File: src/rtl/composite_sync_generator.sv
`timescale 1ns/1ps
// ---------------------------------------------------------------------------
// composite_sync_generator
//
// Transmit-side composite video timing and level generator. Produces a
// 12-bit DAC sample stream (sync tips, blanking, active luma) whose line and
// frame timing the composite sync separator locks onto. One sample is
// produced per sample_tick. While run is low the generator idles at the
// blanking level with its counters held at the frame origin. The first tick
// with run high emits the h=0, v=0 sample, so the output always restarts
// exactly at frame start.
//
// Ports:
//   clk          in   system clock
//   rst          in   asynchronous active-high reset
//   sample_tick  in   sample enable; state advances only on ticks
//   run          in   generator enable (low = idle at blank level)
//   luma[7:0]    in   pixel luma for the position flagged by pixel_req
//   pixel_req    out  combinational; counters inside active window and run=1
//   x_coord[11:0] out current sample counter h
//   y_coord[9:0] out  current line counter v
//   dac_data[11:0] out registered composite sample code
//   h_sync_pulse out  registered strobe with the h=0 sample of every line
//   v_sync_pulse out  registered strobe with the h=0, v=0 sample
//   active_video out  registered; high when dac_data carries luma
// ---------------------------------------------------------------------------
module composite_sync_generator #(
    parameter int LINE_SAMPLES      = 2343,
    parameter int FRAME_LINES       = 262,
    parameter int HSYNC_WIDTH       = 173,
    parameter int VSYNC_LINES       = 3,
    parameter int VSYNC_LOW_WIDTH   = 2000,
    parameter int BACK_PORCH        = 176,
    parameter int ACTIVE_WIDTH      = 1920,
    parameter int FIRST_ACTIVE_LINE = 20,
    parameter int ACTIVE_LINES      = 240,
    parameter int SYNC_LEVEL        = 2400,
    parameter int BLANK_LEVEL       = 3100
) (
    input  logic        clk,
    input  logic        rst,
    input  logic        sample_tick,
    input  logic        run,
    input  logic [7:0]  luma,
    output logic        pixel_req,
    output logic [11:0] x_coord,
    output logic [9:0]  y_coord,
    output logic [11:0] dac_data,
    output logic        h_sync_pulse,
    output logic        v_sync_pulse,
    output logic        active_video
);

    localparam logic [11:0] H_LAST      = 12'(LINE_SAMPLES - 1);
    localparam logic [9:0]  V_LAST      = 10'(FRAME_LINES - 1);
    localparam logic [9:0]  V_BROAD_END = 10'(VSYNC_LINES);
    localparam logic [11:0] H_BROAD_TIP = 12'(VSYNC_LOW_WIDTH);
    localparam logic [11:0] H_TIP       = 12'(HSYNC_WIDTH);
    localparam logic [11:0] H_ACT_START = 12'(HSYNC_WIDTH + BACK_PORCH);
    localparam logic [11:0] H_ACT_END   = 12'(HSYNC_WIDTH + BACK_PORCH + ACTIVE_WIDTH);
    localparam logic [9:0]  V_ACT_START = 10'(FIRST_ACTIVE_LINE);
    localparam logic [9:0]  V_ACT_END   = 10'(FIRST_ACTIVE_LINE + ACTIVE_LINES);
    localparam logic [11:0] SYNC_CODE   = 12'(SYNC_LEVEL);
    localparam logic [11:0] BLANK_CODE  = 12'(BLANK_LEVEL);

    // Blank offset plus luma*4, evaluated in 13 bits and clamped to full scale.
    function automatic logic [11:0] luma_code(input logic [7:0] y);
        logic [12:0] sum;
        sum = {1'b0, BLANK_CODE} + {3'b000, y, 2'b00};
        if (sum[12]) begin
            return 12'hFFF;
        end else begin
            return sum[11:0];
        end
    endfunction

    logic [11:0] h_r;
    logic [9:0]  v_r;
    logic [11:0] h_nxt_s;
    logic [9:0]  v_nxt_s;
    logic        broad_s;
    logic        tip_s;
    logic        window_s;
    logic [11:0] level_s;
    logic [11:0] dac_r;
    logic        hs_r;
    logic        vs_r;
    logic        act_r;

    // Raster position one sample ahead: wrap h at line end, v at frame end.
    always_comb begin
        h_nxt_s = h_r + 12'd1;
        v_nxt_s = v_r;
        if (h_r == H_LAST) begin
            h_nxt_s = 12'd0;
            if (v_r == V_LAST) begin
                v_nxt_s = 10'd0;
            end else begin
                v_nxt_s = v_r + 10'd1;
            end
        end else begin
            v_nxt_s = v_r;
        end
    end

    // Classify the current position: broad/normal line, sync tip, active window.
    always_comb begin
        broad_s  = (v_r < V_BROAD_END);
        tip_s    = 1'b0;
        window_s = 1'b0;
        if (broad_s) begin
            // Broad lines carry one long tip and never any picture.
            tip_s    = (h_r < H_BROAD_TIP);
            window_s = 1'b0;
        end else begin
            tip_s    = (h_r < H_TIP);
            window_s = (v_r >= V_ACT_START) && (v_r < V_ACT_END) &&
                       (h_r >= H_ACT_START) && (h_r < H_ACT_END);
        end
    end

    // Sample level for the current position; sync tip wins over everything.
    always_comb begin
        level_s = BLANK_CODE;
        if (tip_s) begin
            level_s = SYNC_CODE;
        end else if (window_s) begin
            level_s = luma_code(luma);
        end else begin
            level_s = BLANK_CODE;
        end
    end

    // Counters and registered outputs. Idle (run low on a tick) parks the
    // counters at the origin so the next running tick emits the h=0, v=0
    // sample; a dropped run forces blank even inside a sync tip.
    always_ff @(posedge clk or posedge rst) begin
        if (rst) begin
            h_r   <= 12'd0;
            v_r   <= 10'd0;
            dac_r <= BLANK_CODE;
            hs_r  <= 1'b0;
            vs_r  <= 1'b0;
            act_r <= 1'b0;
        end else if (sample_tick) begin
            if (run) begin
                h_r   <= h_nxt_s;
                v_r   <= v_nxt_s;
                dac_r <= level_s;
                hs_r  <= (h_r == 12'd0);
                vs_r  <= (h_r == 12'd0) && (v_r == 10'd0);
                act_r <= window_s;
            end else begin
                h_r   <= 12'd0;
                v_r   <= 10'd0;
                dac_r <= BLANK_CODE;
                hs_r  <= 1'b0;
                vs_r  <= 1'b0;
                act_r <= 1'b0;
            end
        end
    end

    assign pixel_req    = run & window_s;
    assign x_coord      = h_r;
    assign y_coord      = v_r;
    assign dac_data     = dac_r;
    assign h_sync_pulse = hs_r;
    assign v_sync_pulse = vs_r;
    assign active_video = act_r;

    composite_sync_generator_checker #(
        .LINE_SAMPLES    (LINE_SAMPLES),
        .HSYNC_WIDTH     (HSYNC_WIDTH),
        .BACK_PORCH      (BACK_PORCH),
        .ACTIVE_WIDTH    (ACTIVE_WIDTH),
        .VSYNC_LOW_WIDTH (VSYNC_LOW_WIDTH)
    ) u_checker (
        .clk (clk)
    );

endmodule

// ---------------------------------------------------------------------------
// composite_sync_generator_checker
//
// Simulation-only parameter sanity checks for the generator.
// Ports:
//   clk  in  clock on which the checks are evaluated
// ---------------------------------------------------------------------------
module composite_sync_generator_checker #(
    parameter int LINE_SAMPLES    = 2343,
    parameter int HSYNC_WIDTH     = 173,
    parameter int BACK_PORCH      = 176,
    parameter int ACTIVE_WIDTH    = 1920,
    parameter int VSYNC_LOW_WIDTH = 2000
) (
    input logic clk
);

    // The active window must end inside the line it starts on.
    a_window_fits: assert property (@(posedge clk)
        (HSYNC_WIDTH + BACK_PORCH + ACTIVE_WIDTH) <= LINE_SAMPLES);

    // A broad pulse must release before the line ends.
    a_broad_fits: assert property (@(posedge clk)
        VSYNC_LOW_WIDTH < LINE_SAMPLES);

endmodule
File: config.mk
export PLATFORM = sky130hd
export DESIGN_NAME = composite_sync_generator
export DESIGN_NICKNAME = d
export VERILOG_FILES = /design/src/rtl/composite_sync_generator.sv
export SDC_FILE = /design/constraint.sdc
export NUM_CORES = 1
export LEC_CHECK = 0
export CORE_ASPECT_RATIO = 0.8
export CORE_UTILIZATION = 55
export DETAILED_ROUTE_END_ITERATION = 16
export GPL_TIMING_DRIVEN = 0
export PLACE_DENSITY_LB_ADDON = 0.3
export SLEW_MARGIN = 25
export SYNTH_ARGS = -nofsm -noshare
export SYNTH_HDL_FRONTEND = slang
export SYNTH_SLANG_ARGS = --single-unit
export TNS_END_PERCENT = 100
File: constraint.sdc
create_clock -name clk -period 5.9 [get_ports clk]
set_input_delay 0.59 -clock clk [delete_from_list [all_inputs] [get_ports clk]]
set_output_delay 0.59 -clock clk [all_outputs]
set_load 0.05 [all_outputs]
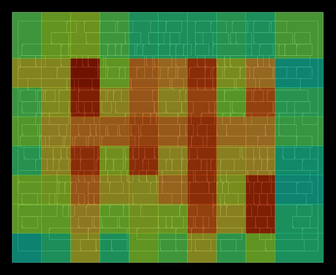
*Track usage over the die*
met2 Resource Use GR: 41.7%
GRT Resource Usage Total: 26.0%

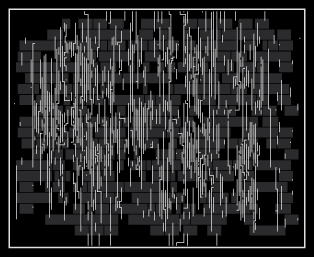
*Metal 2*
Drawn at 4 px/µm. Cells faint in the background.
- longest straight run: 30.9 µm
- nets with wire on the layer: 276
- wire length on this layer: 2,570 µm
- main direction: vertical

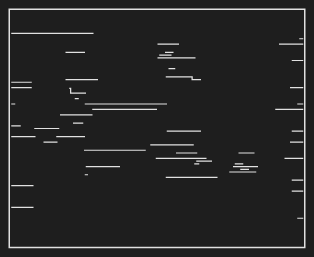
*Metal 3*
Drawn at 4 px/µm.
- share of all routed wire: 5.5%
- nets with wire on the layer: 46
- longest straight run: 20.2 µm
- wire length on this layer: 292 µm
- main direction: horizontal
via count of the routed design: 2,123
routed wire length: 5340 µm
GR met3 Demand/Resource: 7.48%

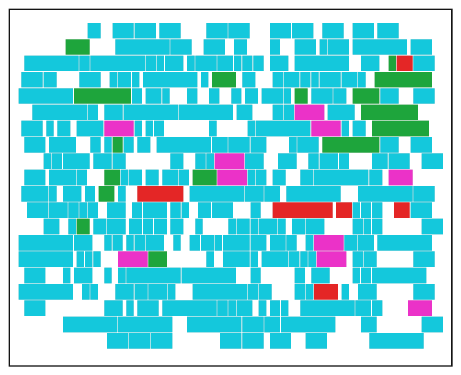
*Cell sizes after repair*
Drawn at 6 px/µm.
- drive 1 or less: cyan (cells 271; share 89%; most used clkdlybuf4s50_1)
- drive 6 and up: magenta (cells 10; share 3.3%; most used clkbuf_8)
- drive 3 to 4: red (cells 6; share 2.0%; most used buf_4)
- drive 2: green (cells 16; share 5.3%; most used dfstp_2)

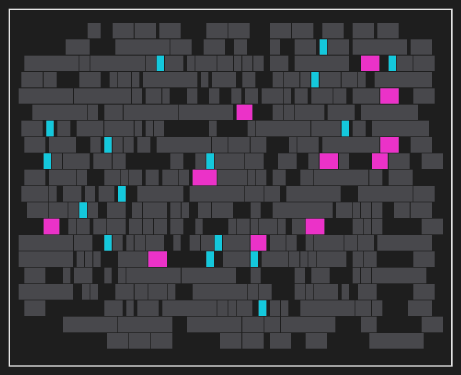
*Logic cells by family*
Drawn at 6 px/µm.
- inverters: cyan (cells 16; most used inv_1)
- AND-OR and OR-AND gates: magenta (cells 11; most used a22o_1)

==> run summary <==
Reports from this run.

- The flow ran to the end, and the final reports show no timing, DRC or antenna violations.
- After detailed routing, the number of remaining DRC violations is 0.
- The die width reads 73.5 µm.
- The worst setup path is captured at an output pin.
- The upper clock frequency limit reads 0.244 GHz.
- The count of placed standard cells in the final layout, fillers left out reads 358.
- The flow reported a cell area power density of 234 nW/µm².
- The number of H-tree levels is 2.
- The main kind of combinational logic by area reads simple AND/OR/NAND/NOR gates.
- The clock period minus final worst setup slack reads 4090 ps.
- The critical path's largest stage delay is 820 ps.
- The number of multi-input combinational cells reads 177.
- Compared with the post-synthesis result, the final layout area differs by 29.3%.
- The tool warning count reads 32.
- After the last flow step, the layout net total stands at 323.
- The most congested layer reported by global routing is met2.
- The flow reports that the clock network draws 28.5% of the design power.
- The launching instance or port of the critical path is run.
- The number of gates resized after cts reads 0.
- The XOR/XNOR share of the synthesized area reads 2.73%.
- CTS added clock buffers totalling 5.
- Summing all multi-input logic gate instances after layout gives 1180 µm².
- In the final layout, the share of cells above drive strength 1 is 10.6%.
- The slowest cell on the critical path reads clkdlybuf4s50_1.
- The setup-violating endpoint count in the final report is 0.
Power figures rest on the tool's default switching activity, not on a simulated workload.
